run_1/io_placement.png
Scale bar: 20 um. Pins as bars across the die edge, other pins in gray.
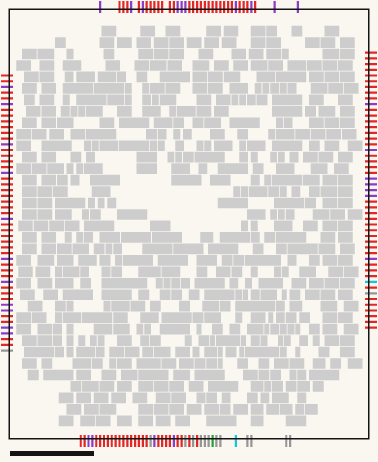
run_1/wires.png
Scale bar: 20 um.
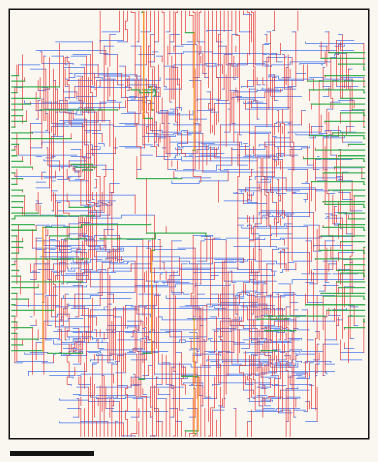
run_1/layer_met3.png
Scale bar: 20 um.
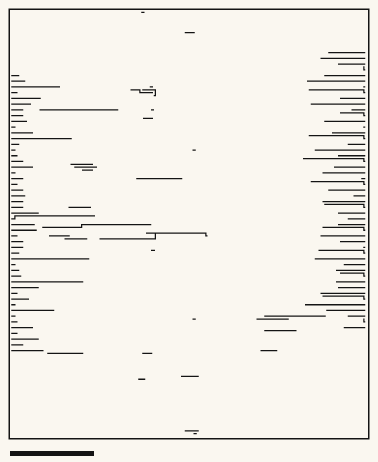
==> config.mk <==
export PLATFORM = sky130hd
export DESIGN_NAME = ymux_rr_reg_flat
export DESIGN_NICKNAME = d
export VERILOG_FILES = /design/src/rtl/ymux_rr_reg_if.sv /design/src/rtl/ymux_rr_reg.sv /design/src/flat_wrapper.sv
export SDC_FILE = /design/constraint.sdc
export NUM_CORES = 1
export LEC_CHECK = 0
export CORE_ASPECT_RATIO = 1.2
export CORE_UTILIZATION = 41
export CTS_CLUSTER_SIZE = 24
export DETAILED_ROUTE_END_ITERATION = 8
export PLACE_DENSITY = 0.83
export SYNTH_ARGS = -nofsm -noshare
export SYNTH_HDL_FRONTEND = slang
export SYNTH_SLANG_ARGS = --single-unit
==> constraint.sdc <==
create_clock -name clk -period 2.5 [get_ports clk]
set_input_delay 0.375 -clock clk [delete_from_list [all_inputs] [get_ports clk]]
set_output_delay 0.375 -clock clk [all_outputs]
set_load 0.1 [all_outputs]
==> deck_impl_summary.md <==
Flow Results at a Glance

STA
  • Transition time of the tightest slew-check pin: around 430 ps
  • Setup violation total in the final timing report: 0
  • Slew HR: 0.715
  • Crit path time final: between 2000 and 2500 ps
  • Setup clock skew after layout: 12.4 ps
  • RSZ-0062 raised after global routing: no
  • Max Clk Rate: between 400 and 500 MHz
  • Max-slew violation count: 0
  • Final-layout worst hold slack: 492 ps
  • Setup slack of the critical path after layout: roughly 91 ps
  • Final total negative setup slack: 0 ps

Final layout
  • Number of nets at the end of the flow: 685
  • Sequential cell area: 744 um^2
  • Final standard cell area without fillers: 5470 um^2
  • Final core occ: 0.698
  • Count of clock-net buffers in the final layout: 6
  • Combined area of the multi-input logic cells: ~2400 um^2
  • Share of the final layout cell area in multi-input gates: 0.448
  • Ratio of cells with drive above 1 in the final layout: 0.296
  • Fillers: about 630
  • Layout non-clock buf frac: 0.370
  • Flop count: 37
  • Final std cells w/o fill: 640
  • Proportion of cell area occupied by registers: 0.136
  • Share of final layout cell area taken by clock buffers and inverters: 0.0220
  • Buffers outside the clock class: about 210
  • MI comb cells: between 200 and 300
  • # diodes: 0

Setup path
  • Family of cells with the greatest summed delay on the critical path: buffers and inverters
  • Stages on worst setup path: 6
  • Sequence of cells on the critical path: clkdlybuf4s50_1 -> buf_4 -> o221a_4 -> buf_12 -> nor3_4 -> buf_12
  • Sort of element at the start of the critical path: input port
  • Startpoint-to-endpoint class of the critical path: input port to output port
  • Arrival time of the worst setup path: around 2000 ps
  • Required time reported for the critical path endpoint: 2120 ps
  • Top cell by count, worst path: sky130_fd_sc_hd__buf_12
  • Maximum fanout along the worst path: 11
  • Largest stage delay, worst path: 500 ps
  • Minimum setup slack among reg-to-reg paths: 390 ps

GRT
  • Maximum number of pins on one net before global-route repair: 37
  • Overflow after GRT: 0
  • Number of global-route vias before repair: about 3.7k
  • First-pass GRT wire length: roughly 17 mm
  • Initial antenna violation count: 0

Synth
  • Flop and latch count out of synthesis: 37
  • Register share after synthesis: 0.219
  • Xor-xnor portion of the synthesized cell area: 0
  • Ao+oa area frac: 0.228
  • Average cell area after synthesis: around 9.2 um^2
  • Cell count listed in synth_stat.txt: approximately 370
  • Basic Gates by Area: 0.167
  • Top cells by area: sky130_fd_sc_hd__dfxtp_1, sky130_fd_sc_hd__mux2i_1, sky130_fd_sc_hd__o211ai_2
  • Multiplexer fraction of the synthesized cell area: 0.313
  • Post-synthesis cell type count: 44
  • Async SR Flop Fraction: 0
  • Largest area contributor in the netlist: sky130_fd_sc_hd__dfxtp_1
  • Synth top area share: 0.219
  • Count of yosys warnings during synthesis: 0
  • Top-count cell post-synth: sky130_fd_sc_hd__mux2i_1
  • Logic family by area: multiplexers
  • Area fraction in full adders, half adders and majority gates: 0
  • Commonest cells in the synthesized netlist: sky130_fd_sc_hd__mux2i_1, sky130_fd_sc_hd__nor2b_1, sky130_fd_sc_hd__dfxtp_1

Status
  • Run status: finished, violations left
  • Violated checks: DRC

Route
  • Final routed DRC violation total: 12
  • Detailed-router iteration count before antenna repair: 6
  • DR vias/cell: 5.62
  • Starting DRT DRC Count: about 120
  • Post-DRT Antenna Nets: 0

Power
  • Largest vdd supply drop: roughly 540 uV
  • Fraction of power consumed by the clock network: 0.141
  • Internal power of the cells: approximately 1.9 mW
  • Sequential share of power: 0.211
  • Power in sequential cells: 0.815 mW
  • Pwr dens: slightly above 700 nW/um^2
  • Switch share: 0.503
  • Power dissipated by switching net loads: 1.94 mW
  • Largest power group: combinational logic
  • Lkg Pwr: between 2 and 2.5 nW

Placed design
  • GPL Wtd Cong: between 0.8 and 0.9
  • Detailed placement HPWL: around 8.0 mm
  • Cell Count Post-Placement: 631
  • Total placed instance area: around 5300 um^2
  • Post-placement setup slack: -213 ps

Clock network
  • # hold bufs at CTS: 0
  • Buffer depth of the longest clock path: 2
  • Root buffer cell: sky130_fd_sc_hd__clkbuf_8
  • Latest clock arrival within the worst-skew pair: 290 ps
  • Reg clk slew, reported paths: around 70 ps
  • Level count of the clock H-tree: 2
  • Buffers inserted during post-CTS setup optimization: 1
  • Clk sinks: 37

Job
  • Max_cap viols: 0
  • Tally of OpenROAD warnings: 27

Floorplanning
  • Ports: about 180
  • Placement row count: 35
  • Die area: between 8000 and 9000 um^2

Worst hold path
  • Hold depth: 2
Back to the opening pictures, io_placement.png:
`bus_out_valid`: marked green, pins 1, direction output, edge south. `bus_out_data`: marked purple, pins 32, direction output, edge 11 west, 10 north, 7 east, 4 south. `bus_sel`: marked cyan, pins 2, direction input, edge 1 south, 1 east. `bus_in_data`: marked red, pins 128, direction input, edge 40 east, 37 west, 27 north, 24 south.
All pins by edge: 49 west, 49 east, 42 south, 37 north.
die height: 102 um
number of port buffers: 176
Die X-Extent: 85.0 um

Back to the opening pictures, wires.png:
metal 1: marked blue, wire length 3,940 um. metal 3: marked green, wire length 764 um. metal 2: marked red, wire length 5,630 um. metal 4: marked orange, wire length 152 um.
global-route usage over all layers: 0.241
final routed wire length divided by cell count: 16.4 um
routed vias: 3,594
WL final: 10.5 mm

Back to the opening pictures, layer_met3.png:
118 nets have wire on it. The longest straight run is 18.9 um.
GR met3 Demand/Resource: 0.0456

## run 1: placed cells by master (no fill, tap or decap), types with 2 or more instances in the layout
| master | n |
|---|---|
| sky130_fd_sc_hd__a21oi_1 | 4 |
| sky130_fd_sc_hd__a21oi_2 | 3 |
| sky130_fd_sc_hd__buf_12 | 10 |
| sky130_fd_sc_hd__buf_4 | 61 |
| sky130_fd_sc_hd__clkbuf_8 | 6 |
| sky130_fd_sc_hd__clkdlybuf4s50_1 | 133 |
| sky130_fd_sc_hd__dfxtp_1 | 36 |
| sky130_fd_sc_hd__dlygate4sd2_1 | 4 |
| sky130_fd_sc_hd__inv_1 | 3 |
| sky130_fd_sc_hd__mux2_2 | 32 |
| sky130_fd_sc_hd__mux2i_1 | 65 |
| sky130_fd_sc_hd__nand2_1 | 6 |
| sky130_fd_sc_hd__nand2b_1 | 5 |
| sky130_fd_sc_hd__nand3_1 | 36 |
| sky130_fd_sc_hd__nor2_1 | 3 |
| sky130_fd_sc_hd__nor2_2 | 2 |
| sky130_fd_sc_hd__nor2b_1 | 38 |
| sky130_fd_sc_hd__o211ai_1 | 5 |
| sky130_fd_sc_hd__o211ai_2 | 29 |
| sky130_fd_sc_hd__o21ai_0 | 35 |
| sky130_fd_sc_hd__o21ai_1 | 2 |
## run 1: metal layers
metal / share of wire / track usage
met3: 0.073 / 0.0456
met1: 0.38 / 0.259
met5: 0 / 0
met4: 0.015 / 0.0743
met2: 0.54 / 0.473
## run 1: worst reg2reg max path, delay by kind of cell (launching register included)
kind	cells	cell delay, ps
mux	1	320
flops	1	420
compound gates	3	710
simple gates	1	550
Power figures rest on the tool's default switching activity, not on a simulated workload.
